File: src/rtl/board_io_avmm_slave.sv
// board_io_avmm_slave: Avalon-MM register block for LEDs, debounced switches/keys and key-press interrupt
module board_io_avmm_slave #(
  parameter int LED_W = 6,
  parameter int SW_W = 4,
  parameter int KEY_W = 2,
  parameter int DEBOUNCE_CYCLES = 1000000,
  parameter logic [31:0] BLOCK_ID = 32'h10DE_0001
) (
  input  logic             clk,
  input  logic             reset,
  input  logic [2:0]       avs_address,
  input  logic             avs_read,
  input  logic             avs_write,
  input  logic [31:0]      avs_writedata,
  output logic [31:0]      avs_readdata,
  output logic             avs_readdatavalid,
  output logic             irq,
  input  logic [SW_W-1:0]  sw_in,
  input  logic [KEY_W-1:0] key_n_in,
  output logic [LED_W-1:0] led_out
);
  localparam int N = SW_W + KEY_W;
  localparam int CW = $clog2(DEBOUNCE_CYCLES);
  localparam logic [CW-1:0] CMAX = CW'(DEBOUNCE_CYCLES - 1);
  logic [N-1:0] sync1, sync2, stb, acc;
  logic [CW-1:0] cnt [N];
  logic [KEY_W-1:0] edge_q, mask, key_rise, clr;
  logic [31:0] rd_mux;
  logic wr, unused_ok;
  assign unused_ok = ^avs_writedata;
  assign wr = avs_write & ~avs_read;
  always_comb begin
    acc = '0;
    for (int i = 0; i < N; i++) acc[i] = (sync2[i] != stb[i]) && (cnt[i] == CMAX);
  end
  // acc marks a bit whose new level has just survived the full debounce window
  assign key_rise = acc[N-1:SW_W] & sync2[N-1:SW_W];
  assign clr = {KEY_W{wr && avs_address == 3'd3}} & avs_writedata[KEY_W-1:0];
  assign rd_mux = avs_address == 3'd0 ? 32'(led_out) :
                  avs_address == 3'd1 ? 32'(stb[SW_W-1:0]) :
                  avs_address == 3'd2 ? 32'(stb[N-1:SW_W]) :
                  avs_address == 3'd3 ? 32'(edge_q) :
                  avs_address == 3'd4 ? 32'(mask) :
                  avs_address == 3'd5 ? BLOCK_ID : '0;
  always_ff @(posedge clk) begin
    if (reset) begin
      sync1 <= '0;
      sync2 <= '0;
      stb <= '0;
      for (int i = 0; i < N; i++) cnt[i] <= '0;
    end else begin
      sync1 <= {~key_n_in, sw_in};
      sync2 <= sync1;
      stb <= stb ^ acc;
      for (int i = 0; i < N; i++) cnt[i] <= (sync2[i] == stb[i] || acc[i]) ? '0 : cnt[i] + 1'b1;
    end
  end
  always_ff @(posedge clk) begin
    if (reset) begin
      led_out <= '0;
      mask <= '0;
      edge_q <= '0;
      irq <= 1'b0;
      avs_readdata <= '0;
      avs_readdatavalid <= 1'b0;
    end else begin
      avs_readdatavalid <= avs_read;
      if (avs_read) avs_readdata <= rd_mux;
      if (wr && avs_address == 3'd0) led_out <= avs_writedata[LED_W-1:0];
      if (wr && avs_address == 3'd4) mask <= avs_writedata[KEY_W-1:0];
      edge_q <= (edge_q & ~clr) | key_rise;
      irq <= |(edge_q & mask);
    end
  end
endmodule

File: config.mk
export PLATFORM = sky130hd
export DESIGN_NAME = board_io_avmm_slave
export DESIGN_NICKNAME = d
export VERILOG_FILES = /design/src/rtl/board_io_avmm_slave.sv
export SDC_FILE = /design/constraint.sdc
export NUM_CORES = 1
export LEC_CHECK = 0
export CORE_MARGIN = 2
export CORE_UTILIZATION = 52
export CTS_BUF_LIST = sky130_fd_sc_hd__clkbuf_8
export DETAILED_ROUTE_END_ITERATION = 8
export PLACE_DENSITY_LB_ADDON = 0.1
export SLEW_MARGIN = 20
export SYNTH_ARGS = -nofsm -noshare
export SYNTH_HDL_FRONTEND = slang
export SYNTH_SLANG_ARGS = --single-unit
File: constraint.sdc
create_clock -name clk -period 1.8 [get_ports clk]
set_input_delay 0.45 -clock clk [delete_from_list [all_inputs] [get_ports clk]]
set_output_delay 0.45 -clock clk [all_outputs]
set_load 0.02 [all_outputs]
run_1/final_clocks.png
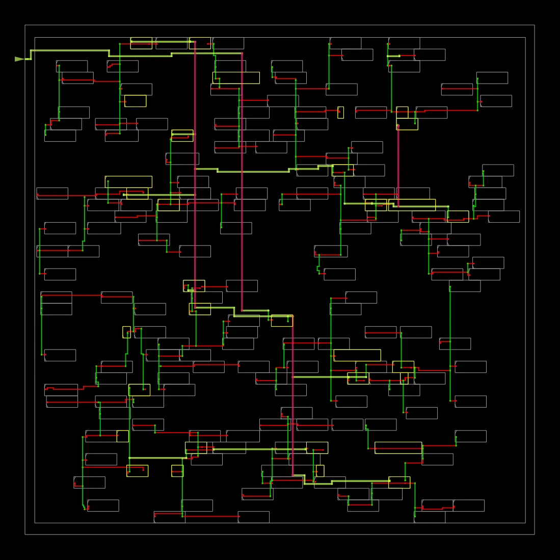
num sequential: 157
clock insertion delay at the later pin of the skew report: 450 ps
power attributed to the clock group: 0.00300 W
CTS buffer count: 17

run_1/clock_map.png
(4 px per µm)
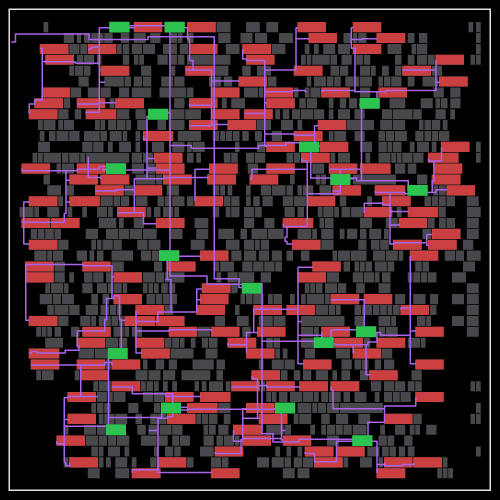
[green] cells driving clock nets | count: 17
[purple] clock wires | length: 1780 µm
[red] flip-flops | count: 157
flops lie: all over the die
routed clock nets: 18

run_1/cell_classes.png
(2 px per µm)
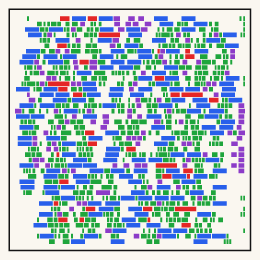
[red] clock drivers and dummy loads | cells: 32 | share of their area: 5.6%
[blue] flip-flops | cells: 157 | share of their area: 38%
[purple] other buffers and delay cells | cells: 124 | share of their area: 12%
[green] all other logic | cells: 614 | share of their area: 44%

==> flow_metrics.tcl, run 1 <==
# place-and-route summary
set metrics [dict create \
    route.detailed.wl_per_inst_um 13.9 \
    globalplace.congestion 0.889 \
    first_global_vias 5676 \
    fin_ws_ps -111 \
    largest_reg_flops 120 \
    total_number_of_clock_tree_sinks 157 \
    met3WireLength_um 734 \
    placed_area_um2 8020 \
    maximum_number_of_pins_on_one_net_before_global_route_repair 21 \
    hold_end "sync2[5]" \
    yosysWarnings 0 \
    cts-htree-levels 4 \
    hold_path.class "primary input to register" \
    post_route_cells_drive_above_1_share 0.174 \
    cp.arrival_ps 2300 \
    drtAntennaViolNets 0 \
    postSynth.asyncResetShare 0 \
    failed_checks "negative setup slack" \
    timing.final.crit_share 1.06 \
    detailed_route_wire_length_on_metal_1_um 6800 \
    cellPowerDensity_nw_per_um2 788 \
    p_comb_w 0.000245 \
    synthFlopType "sky130_fd_sc_hd__dfxtp_1" \
    report.final.setup_viol 21 \
    floorplan.initialDensity 0.530 \
    grt_util_all_layers 0.221 \
    synthMostInstantiatedCell "sky130_fd_sc_hd__dfxtp_1" \
    post_cts_resized 28 \
    enable_flop_cells 0 \
    clkPwrFrac 0.444 \
    critical_path.max_fanout 3 \
    overflow 0 \
    globalRoute.busiestLayer "met2" \
    path_class "register to register" \
    synth_adder_area_share 0.0107 \
    vias 5942 \
    synth_stat.cells 806 \
    run_status "complete, but fails checks" \
    cts_hold_repair.buffers 0 \
    post-place-ws_ps -143 \
    vias_per_cell 5.39 \
    worstPathCellList "or4b_4, or4_4, or3_4, a21oi_2" \
    rows 42 \
    critical_path_cell_count 4 \
    hold_path_startpoint "reset" \
    port_buffers 39 \
    syn-mean-instance-area_um2 8.67 \
    setup.reg_to_reg.worst_slack_ps -110 \
    io-pin-count 85 \
    final-hold-violation-count 0 \
    r2r_start "cnt[2][8]" \
    fmax_mhz 523 \
    pwr.group.sequential_w 0.00351 \
]
==> run 1: layout make-up <==
| cell class | instances | area, µm² | share of cell area |
|---|---|---|---|
| clock buffer | 20 | 275 | 0.0321 |
| clock inverter | 12 | 191 | 0.0223 |
| inverter | 28 | 105 | 0.0123 |
| multi-input combinational | 586 | 3600 | 0.421 |
| sequential | 157 | 3160 | 0.368 |
| tap | 176 | 220 | 0.0257 |
| timing repair buffer | 124 | 1020 | 0.119 |
==> run 1: per-stage QoR <==
step | utilization | TNS, ps
floorplan | - | -865
global placement | 0.608 | -2990
detailed placement | 0.608 | -3760
CTS | 0.643 | -2460
global route | 0.650 | -2830
finish | 0.650 | -1460
## Run 2: what changed since run 1
CTS_CLUSTER_SIZE = 20   (was default)
run_2/met3.png
(3 px per µm)
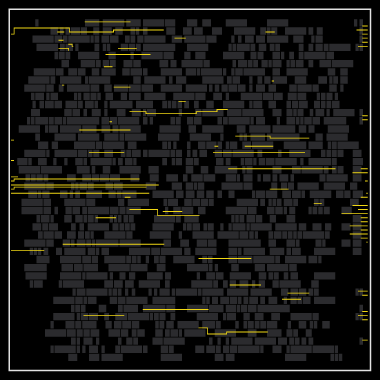
nets with wire on the layer: 60
share of all routed wire: 4.8%
wire length on this layer: 734 µm

run_2/clock_map.png
(4 px per µm)
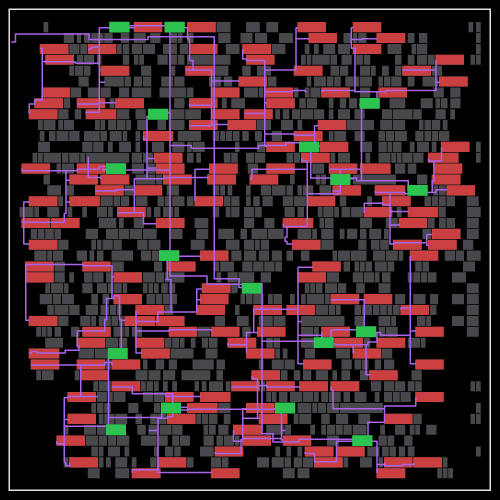
[purple] clock wires | length: 1780 µm
[green] cells driving clock nets | count: 17
[red] flip-flops | count: 157
flops lie: all over the die

==> flow_metrics.tcl, run 2 <==
# place-and-route summary
set metrics [dict create \
    gate_count_of_the_mapped_netlist 806 \
    layout.area.seq_um2 3160 \
    post-place-ws_ps -143 \
    grt_util_all_layers 0.221 \
    route.detailed.wl_per_inst_um 13.9 \
    overflow 0 \
    total_number_of_clock_tree_sinks 157 \
    timing.final.crit_share 1.06 \
    post-route-util 0.650 \
    comb_share 0.421 \
    critical_path.max_fanout 3 \
    drt_first_iter_violations 339 \
    hold_path.class "primary input to register" \
    n_sequential_cell 157 \
    clockNetworkAreaShare 0.0544 \
    port_buffers 39 \
    hold_ws_ps 391 \
    enable_flop_cells 0 \
    synth.cellmix.compoundShare 0.0874 \
    clock_buffer_count 20 \
    largest_reg_flops 120 \
    floorplan.tapcells 176 \
    synthMostInstantiatedCell "sky130_fd_sc_hd__dfxtp_1" \
    placed_area_um2 8020 \
    rows 42 \
    seq-cell-share 0.368 \
    post_cts_resized 28 \
    cp.arrival_ps 2300 \
    inverters_non_clock 28 \
    path_class "register to register" \
    globalplace.congestion 0.889 \
    vias 5942 \
    drtAntennaViolNets 0 \
    logic_area_um2 3600 \
    stage_log_warnings 55 \
    post_route_cells_drive_above_1_share 0.174 \
    globalRoute.busiestLayer "met2" \
    yosysWarnings 0 \
    synthFlopType "sky130_fd_sc_hd__dfxtp_1" \
    layout.buffer.nonclock.area_share 0.119 \
    cellPowerDensity_nw_per_um2 788 \
    report.final.setup_viol 21 \
    floorplan.initialDensity 0.530 \
    cts_hold_repair.buffers 0 \
    cts-htree-levels 4 \
    die_h_um 120 \
    max-clock-path-buffers 2 \
    first_global_vias 5676 \
    post-synth-top-area-fraction 0.450 \
    num-multi-input-gates 586 \
    synth_adder_area_share 0.0107 \
    worstPathCellList "or4b_4, or4_4, or3_4, a21oi_2" \
    clock_insertion_delay_worst_skew_ps 450 \
    postSynth.asyncResetShare 0 \
    signal_buffers 124 \
    io-pin-count 85 \
    syn-mean-instance-area_um2 8.67 \
    fmax_mhz 523 \
    vias_per_cell 5.39 \
    layout.area.top_class "multi-input combinational cells" \
    worst_path_max_delay_cell "sky130_fd_sc_hd__or4_4" \
    mappedNetlistArea_um2 6980 \
    failed_checks "negative setup slack" \
    type_of_element_capturing_the_critical_path "register" \
    cts_made_buffers 17 \
    synth_stat.cells 806 \
    synth_flop_count 157 \
    fin_tns_setup_ps -1460 \
    fin_ws_ps -111 \
    final-hold-violation-count 0 \
    run_status "complete, but fails checks" \
    maximum_number_of_pins_on_one_net_before_global_route_repair 21 \
    final_cells 1103 \
]
==> run 2: where the power goes <==
| part | internal (W) | leakage (nW) | switching [W] |
|---|---|---|---|
| logic | 0.000103 | 1.41 | 0.000143 |
| clock network | 0.00175 | 0.232 | 0.00125 |
| registers | 0.00349 | 1.27 | 0.0000128 |
==> run 2: final timing paths <==
path | startpoint | to | slack [ps] | depth (start not counted)
worst max-delay path | cnt[2][8] | register | -110 | 4
worst min-delay path | reset | sync2[5] | 390 | 2
worst max register to register | cnt[2][8] | register | -110 | 4
worst min register to register | cnt[5][0] | cnt[5][0] | 420 | 1
==> run 2: metal layers <==
metal / wire (µm) / share of wire / vias up
li1: - / - / 3015
met1: 6800 / 0.44 / 2805
met2: 7520 / 0.49 / 102
met3: 734 / 0.048 / 20
met4: 236 / 0.015 / 0
met5: 0 / 0 / -
run_2/port_nets.png
(4 px per µm)
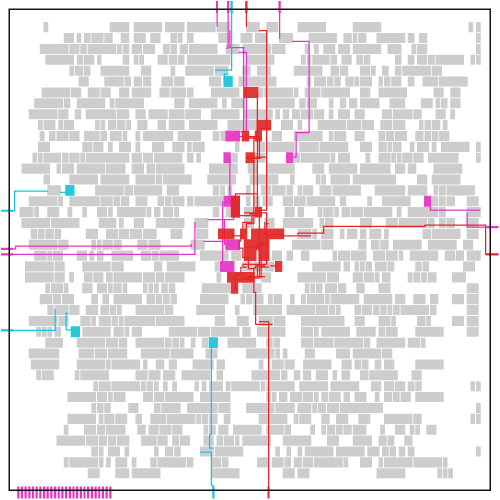

## Run 3: what changed since run 2
CORE_MARGIN = 10   (was 2)
run_3/port_nets.png
(3 px per µm)
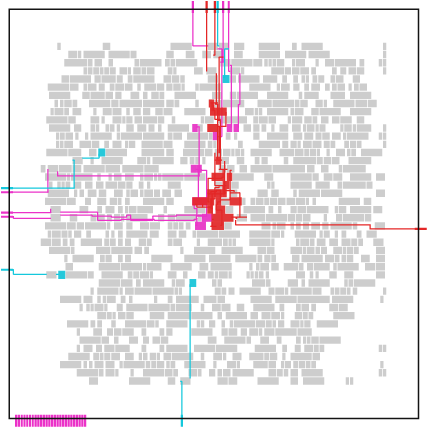
[red] `avs_address` | bits: 3 | direction: input | edge: 2 north, 1 east | end cells: 21 | buffers: 11 | wire: 337 µm
[magenta] `avs_writedata` | bits: 32 | direction: input | edge: 26 south, 3 west, 3 north | end cells: 10 | buffers: 6 | wire: 387 µm
[cyan] `sw_in` | bits: 4 | direction: input | edge: 2 west, 1 south, 1 north | end cells: 4 | buffers: 4 | wire: 119 µm

run_3/final_clocks.png
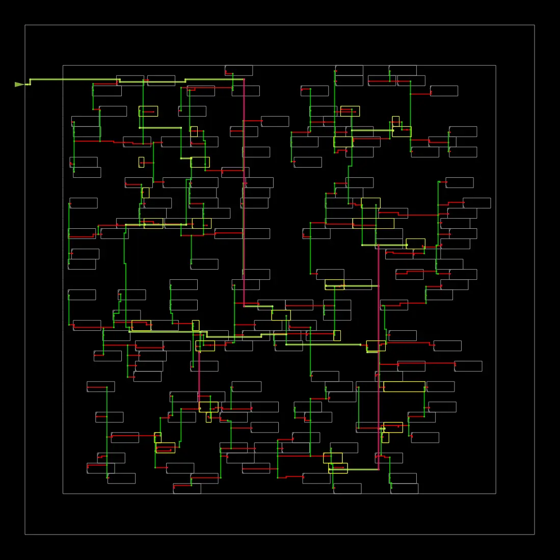
clock buffer instance count of the final layout: 19
power attributed to the clock group: 0.00247 W
total number of clock tree sinks: 157
clock skew after layout: 8.74 ps

==> flow_metrics.tcl, run 3 <==
# place-and-route summary
set metrics [dict create \
    fin_tns_setup_ps -2150 \
    globalplace.congestion 0.813 \
    post-place-ws_ps -156 \
    die_h_um 136 \
    run_status "complete, but fails checks" \
    type_of_element_capturing_the_critical_path "register" \
    layout.buffer.nonclock.area_share 0.126 \
    cts_hold_repair.buffers 0 \
    vias 5952 \
    n_sequential_cell 157 \
    worstPathCellList "or4_1, or4_4, or3_1, a21oi_2" \
    synthFlopType "sky130_fd_sc_hd__dfxtp_1" \
    clock_insertion_delay_worst_skew_ps 450 \
    hold_ws_ps 399 \
    setup.reg_to_reg.worst_slack_ps -120 \
    post-synth-top-area-fraction 0.450 \
    met3WireLength_um 896 \
    drtAntennaViolNets 0 \
    mappedNetlistArea_um2 6980 \
    syn-mean-instance-area_um2 8.67 \
    layout.area.top_class "multi-input combinational cells" \
    path_class "register to register" \
    post-route-util 0.646 \
    final-hold-violation-count 0 \
    failed_checks "negative setup slack" \
    largest_reg_flops 120 \
    io-pin-count 85 \
    ff2ff_path_depth 4 \
    post_cts_resized 35 \
    hold_path.class "primary input to register" \
    grt_util_all_layers 0.169 \
    synth_stat.cells 806 \
    fin_ws_ps -124 \
    enable_flop_cells 0 \
    r2r_start "cnt[2][7]" \
    synth_adder_area_share 0.0107 \
    seq-cell-share 0.370 \
    hold_path_depth 2 \
    post_route_cells_drive_above_1_share 0.176 \
    cp.arrival_ps 2310 \
    stage_log_warnings 55 \
    drt_first_iter_violations 459 \
    report.final.setup_viol 21 \
    detailed_route_wire_length_on_metal_1_um 6810 \
    timing.final.crit_share 1.07 \
    signal_buffers 132 \
    gate_count_of_the_mapped_netlist 806 \
    overflow 0 \
    synthMostInstantiatedCell "sky130_fd_sc_hd__dfxtp_1" \
    logic_area_um2 3600 \
    final_cells 1110 \
    yosysWarnings 0 \
    placed_area_um2 8080 \
    route.detailed.wl_per_inst_um 13.8 \
]
==> run 3: netlist changes by cell type in the layout (fill, tap and decap cells not counted), moves of 3 or more <==
cell / delta
sky130_fd_sc_hd__clkinv_2: +4
sky130_fd_sc_hd__buf_4: +10
sky130_fd_sc_hd__clkinvlp_4: -3
sky130_fd_sc_hd__dfxtp_1: +3
sky130_fd_sc_hd__bufinv_16: -3
sky130_fd_sc_hd__dfxtp_2: -3
==> run 3: power breakdown <==
part	total [W]	switching, W	internal (W)
sequential	0.00351	0.0000141	0.00349
clock	0.00247	0.00121	0.00126
combinational	0.000249	0.000144	0.000106
total	0.00623	0.00137	0.00486
==> run 3: critical path, delay by kind of cell (launching register included) <==
kind | cells | cell delay, ps
and+or+nand+nor | 3 | 1420
AOI/OAI and AO/OA | 1 | 120
DFF | 1 | 330
No activity file was given, so power comes from the tool's default toggle rates.
